### config.mk
export PLATFORM = sky130hd
export DESIGN_NAME = sca_exec_window
export DESIGN_NICKNAME = d
export VERILOG_FILES = /design/src/rtl/sca_exec_window.sv
export SDC_FILE = /design/constraint.sdc
export NUM_CORES = 1
export LEC_CHECK = 0
export CAP_MARGIN = 30
export CORE_MARGIN = 2
export CORE_UTILIZATION = 38
export DETAILED_ROUTE_END_ITERATION = 16
export PLACE_DENSITY = 0.67
export SLEW_MARGIN = 40
export SYNTH_ARGS = -nofsm -noshare
export SYNTH_HDL_FRONTEND = slang
export SYNTH_SLANG_ARGS = --single-unit
### constraint.sdc
create_clock -name clk -period 3.3 [get_ports clk]
set_input_delay 0.99 -clock clk [delete_from_list [all_inputs] [get_ports clk]]
set_output_delay 0.99 -clock clk [all_outputs]
set_load 0.01 [all_outputs]
### src/rtl/sca_exec_window.sv
`default_nettype none
// ============================================================================
// Module   : sca_exec_window
// Purpose  : Execution-window controller for the side-channel capture top.
//            It turns a level start strobe into a gated operation window for
//            up to N_CH POLY_MAU channels, with a programmable window length,
//            repeat count and inter-run gap. The operand pair is frozen at the
//            accepted start and held for the whole capture.
// Ports    : clk, rst_n            - clock, asynchronous active-low reset
//            start, abort          - start strobe (level), abort request
//            cfg_work_cyc/gap_cyc  - cycles per run / idle cycles between runs
//            cfg_repeat            - runs per start
//            cfg_ch_mask           - channels enabled during WORK
//            a_in, b_in            - operands from the bus interface
//            a_out, b_out          - operands latched at the accepted start
//            ch_enable, trig, busy - window outputs (all registered)
//            done                  - one-cycle pulse after the final run
//            run_idx               - 0-based index of the current run
//            start_ovf             - sticky: start seen while busy
// Revision : 1.0 - initial release
// ============================================================================
module sca_exec_window #(
  parameter int N_CH   = 10,
  parameter int DATA_W = 24,
  parameter int CYC_W  = 8,
  parameter int RPT_W  = 4
) (
  input  logic              clk,
  input  logic              rst_n,
  input  logic              start,
  input  logic              abort,
  input  logic [CYC_W-1:0]  cfg_work_cyc,
  input  logic [CYC_W-1:0]  cfg_gap_cyc,
  input  logic [RPT_W-1:0]  cfg_repeat,
  input  logic [N_CH-1:0]   cfg_ch_mask,
  input  logic [DATA_W-1:0] a_in,
  input  logic [DATA_W-1:0] b_in,
  output logic [DATA_W-1:0] a_out,
  output logic [DATA_W-1:0] b_out,
  output logic [N_CH-1:0]   ch_enable,
  output logic              trig,
  output logic              busy,
  output logic              done,
  output logic [RPT_W-1:0]  run_idx,
  output logic              start_ovf
);

  typedef enum logic [1:0] {
    ST_IDLE = 2'd0,
    ST_WORK = 2'd1,
    ST_GAP  = 2'd2
  } state_t;

  localparam logic [CYC_W-1:0] c_cyc_one = {{(CYC_W-1){1'b0}}, 1'b1};
  localparam logic [RPT_W-1:0] c_rpt_one = {{(RPT_W-1){1'b0}}, 1'b1};

  state_t              state_q,     state_d;
  logic [CYC_W-1:0]    work_q,      work_d;
  logic [CYC_W-1:0]    gap_q,       gap_d;
  logic [RPT_W-1:0]    rpt_q,       rpt_d;
  logic [N_CH-1:0]     mask_q,      mask_d;
  logic [CYC_W-1:0]    cyc_cnt_q,   cyc_cnt_d;
  logic [RPT_W-1:0]    run_idx_q,   run_idx_d;
  logic [DATA_W-1:0]   a_q,         a_d;
  logic [DATA_W-1:0]   b_q,         b_d;
  logic [N_CH-1:0]     ch_enable_q, ch_enable_d;
  logic                trig_q,      trig_d;
  logic                busy_q,      busy_d;
  logic                done_q,      done_d;
  logic                start_ovf_q, start_ovf_d;

  always_comb begin
    state_d     = state_q;
    work_d      = work_q;
    gap_d       = gap_q;
    rpt_d       = rpt_q;
    mask_d      = mask_q;
    cyc_cnt_d   = cyc_cnt_q;
    run_idx_d   = run_idx_q;
    a_d         = a_q;
    b_d         = b_q;
    start_ovf_d = start_ovf_q;
    done_d      = 1'b0;

    case (state_q)
      ST_IDLE: begin
        if (start && !abort) begin
          // Zero length / zero repeat are promoted to 1 so the terminal
          // compares below (value - 1) never underflow.
          work_d      = (cfg_work_cyc == '0) ? c_cyc_one : cfg_work_cyc;
          rpt_d       = (cfg_repeat == '0) ? c_rpt_one : cfg_repeat;
          gap_d       = cfg_gap_cyc;
          mask_d      = cfg_ch_mask;
          a_d         = a_in;
          b_d         = b_in;
          cyc_cnt_d   = '0;
          run_idx_d   = '0;
          start_ovf_d = 1'b0;
          state_d     = ST_WORK;
        end
      end
      ST_WORK: begin
        if (cyc_cnt_q == work_q - c_cyc_one) begin
          cyc_cnt_d = '0;
          if (run_idx_q == rpt_q - c_rpt_one) begin
            state_d = ST_IDLE;
            done_d  = 1'b1;
          end else if (gap_q == '0) begin
            run_idx_d = run_idx_q + c_rpt_one;
          end else begin
            state_d = ST_GAP;
          end
        end else begin
          cyc_cnt_d = cyc_cnt_q + c_cyc_one;
        end
      end
      ST_GAP: begin
        if (cyc_cnt_q == gap_q - c_cyc_one) begin
          cyc_cnt_d = '0;
          run_idx_d = run_idx_q + c_rpt_one;
          state_d   = ST_WORK;
        end else begin
          cyc_cnt_d = cyc_cnt_q + c_cyc_one;
        end
      end
      default: state_d = ST_IDLE;
    endcase

    if (state_q != ST_IDLE && start) begin
      start_ovf_d = 1'b1;
    end

    // Abort wins over everything: drop to IDLE, suppress done, keep the
    // operands and run index for post-mortem inspection.
    if (abort) begin
      state_d   = ST_IDLE;
      done_d    = 1'b0;
      cyc_cnt_d = '0;
      run_idx_d = run_idx_q;
    end

    // Window outputs are decoded from the next state so they are registered
    // and line up with the state they describe.
    busy_d      = (state_d != ST_IDLE);
    trig_d      = (state_d == ST_WORK);
    ch_enable_d = (state_d == ST_WORK) ? mask_d : '0;
  end

  always_ff @(posedge clk or negedge rst_n) begin
    if (!rst_n) begin
      state_q     <= ST_IDLE;
      work_q      <= '0;
      gap_q       <= '0;
      rpt_q       <= '0;
      mask_q      <= '0;
      cyc_cnt_q   <= '0;
      run_idx_q   <= '0;
      a_q         <= '0;
      b_q         <= '0;
      ch_enable_q <= '0;
      trig_q      <= 1'b0;
      busy_q      <= 1'b0;
      done_q      <= 1'b0;
      start_ovf_q <= 1'b0;
    end else begin
      state_q     <= state_d;
      work_q      <= work_d;
      gap_q       <= gap_d;
      rpt_q       <= rpt_d;
      mask_q      <= mask_d;
      cyc_cnt_q   <= cyc_cnt_d;
      run_idx_q   <= run_idx_d;
      a_q         <= a_d;
      b_q         <= b_d;
      ch_enable_q <= ch_enable_d;
      trig_q      <= trig_d;
      busy_q      <= busy_d;
      done_q      <= done_d;
      start_ovf_q <= start_ovf_d;
    end
  end

  assign a_out     = a_q;
  assign b_out     = b_q;
  assign ch_enable = ch_enable_q;
  assign trig      = trig_q;
  assign busy      = busy_q;
  assign done      = done_q;
  assign run_idx   = run_idx_q;
  assign start_ovf = start_ovf_q;

endmodule
`default_nettype wire

==> impl_metrics.json <==
{
  "cp-start-kind": "flop",
  "syn_avg_cell_area_um2": 13.0,
  "cpPeakStageDelay_ps": 460,
  "fillers": 1100,
  "stdcell_count": 708,
  "peakVddDrop_mv": 0.402,
  "io_buffers": 147,
  "path_delay_family": "simple AND/OR/NAND/NOR gates",
  "post-place-ws_ps": 418,
  "grt_usage_pct": 17.3,
  "drt_pass1_iterations": 4,
  "antenna_cells": 0,
  "worstPathCellList": "inv_1, ha_1, nor2b_1, or3_1, a31o_1, o41ai_4, and4_4, o221ai_4, nor2b_2",
  "lay_top_cells": "clkdlybuf4s50_1 (146), dfrtp_1 (106), mux2_2 (77)",
  "timing.slew.headroom_pct": 60.9,
  "htreeDepth": 3,
  "root_buffer": "clkbuf_16",
  "async_reset_ff_share_pct": 100,
  "grt_max_degree": 81,
  "die_w_um": 119,
  "hold_path_class": "reg -> reg",
  "fp.coreArea_um2": 12800,
  "status": "finished, final reports clean",
  "tightestPinTransition_ps": 587,
  "reg2regPathDepth": 9,
  "worst_slack_ps": 455,
  "area_growth_pct": 38.3,
  "holdPathEnd": "mask_q[8]",
  "worstHoldPathCells": 1,
  "crit_buf_inv": 1,
  "yosysWarnings": 0,
  "grt_antenna_before_repair": 0,
  "vias": 3487,
  "hold_buffers": 0,
  "utilization_pct": 54.3,
  "grt_overflow_total": 0,
  "fin_nets": 624,
  "cts_repair_resize_count": 0,
  "hold_path_startpoint": "mask_q[8]",
  "warnings": 30,
  "r2r-start": "gap_q[0]",
  "critPathSlowestCell": "o41ai_4"
}
power breakdown:
part | leakage, nW | internal [W] | switching, W
Clock | 0.137 | 0.000519 | 0.000490
Combinational | 1.50 | 0.000636 | 0.000436
Sequential | 1.30 | 0.00152 | 0.000165
Yosys cell counts (all sizes together), types with 3 or more instances:
master  count  share of area (%)
xnor2       9                1.6
nor3       11                1.3
mux2       77                 17
nand3b      3               0.52
a21o        5               0.75
nand2      15                1.1
a22o        4               0.70
nor2       10               0.75
a21oi      12                1.3
nor2b      13                2.3
nand2b      6               0.75
clkbuf     10               0.95
inv        13               0.97
xor2       14                2.4
buf         7                1.2
dfrtp     106                 53
ha         10                2.5
nor4        6                1.2
nand4       3               0.50
nand3       7               0.70
o21ai       7               0.70
through the flow:
step	total power (W)	cell area [um2]	hold slack (ps)
2_1_floorplan	0.00223	5010	465
3_3_place_gp	0.00276	6650	476
3_5_place_dp	0.00279	6660	477
4_1_cts	0.00383	6930	492
5_1_grt	0.00399	6930	513
6_report	0.00377	6930	488
sequential cells by signal, indices dropped and copies added, names as in the netlist:
register,count
a_out,24
b_out,24
ch_enable,10
mask_q,10
cyc_cnt_q,8
gap_q,8
work_q,8
rpt_q,4
run_idx,4
state_q,2
busy,1
done,1
start_ovf,1
trig,1
metal layers:
metal,vias to the layer above,part of all wire (%),global-route usage [%]
met5,-,0,0
met2,117,49,29.3
met1,1694,39,18.4
li1,1666,-,-
met3,10,11,10.1
met4,0,1.2,4.39
cells by family after synthesis:
kind of cell / synth area share [%]
flip-flops: 52.9
AND/OR/NAND/NOR: 11.7
multiplexers: 17.7
AND-OR/OR-AND: 8.01
buffers and inverters: 3.17
XOR/XNOR: 4.02
adder cells (fa/ha/maj): 2.50
how the worst max path moves through the flow:
stage	startpoint	endpoint	slack, ps	cells past startpoint
after CTS	gap_q[0]	ch_enable[6]	450	9
after detailed placement	abort	ch_enable[6]	420	5
after global placement	abort	ch_enable[9]	290	6
final	gap_q[0]	ch_enable[6]	450	9
after floorplan	gap_q[0]	ch_enable[1]	770	10
after global routing	work_q[0]	ch_enable[9]	220	9
final cells by class:
class                           count  area, um2  share of cell area [%]
Timing Repair Buffer              152       1520                    21.9
Multi-Input combinational cell    250       2220                    32.1
Inverter                           13       48.8                   0.704
Clock buffer                        9        225                    3.25
Clock inverter                      6       48.8                   0.704
Tap cell                          172        215                    3.10
Sequential cell                   106       2650                    38.3
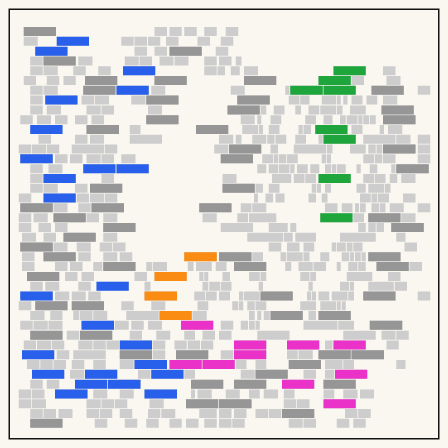
Figure 1: sequential cells coloured by netlist name.
Other sequential cells in the stronger grey, the rest of the logic in the fainter grey.
Key: blue = `a_out` [placed flops 24]; green = `cyc_cnt_q` [placed flops 8, where top right]; orange = `rpt_q` [placed flops 4]; magenta = `ch_enable` [placed flops 10]
Another 60 sequential cells are not coloured.

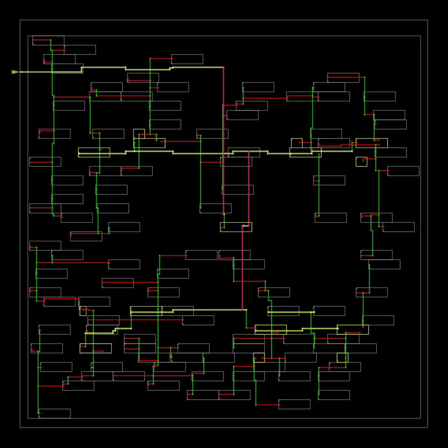
Figure 2: the clock network.
clk_buf instances: 9
worst skew pair latency: 350 ps
Inserted Clock Buffers: 9
Worst Skew: 7.37 ps
CTS sink count: 106

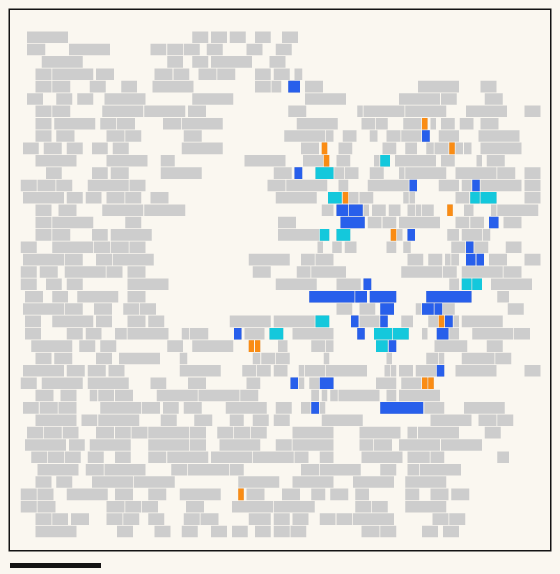
Figure 3: gate-type map.
Scale bar: 20 um.
Key: cyan = AND and OR gates [cells 14]; orange = inverters [cells 13]; blue = inverting AOI/OAI gates [cells 33]

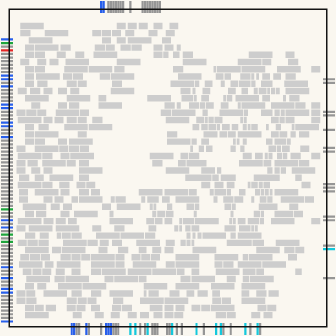
Figure 4: pin map.
Pins as bars across the die edge, other pins in grey.
Key: green = `cfg_repeat` [pins 4, direction input, edge left]; cyan = `cfg_ch_mask` [pins 10, direction input, edge 9 bottom, 1 right]; blue = `a_in` [pins 24, direction input, edge 16 left, 6 bottom, 2 top]; red = `clk` [pins 1, direction input, edge left]
All pins by edge: 79 left, 36 bottom, 18 top, 15 right.

Power and IR drop assume default switching activity.
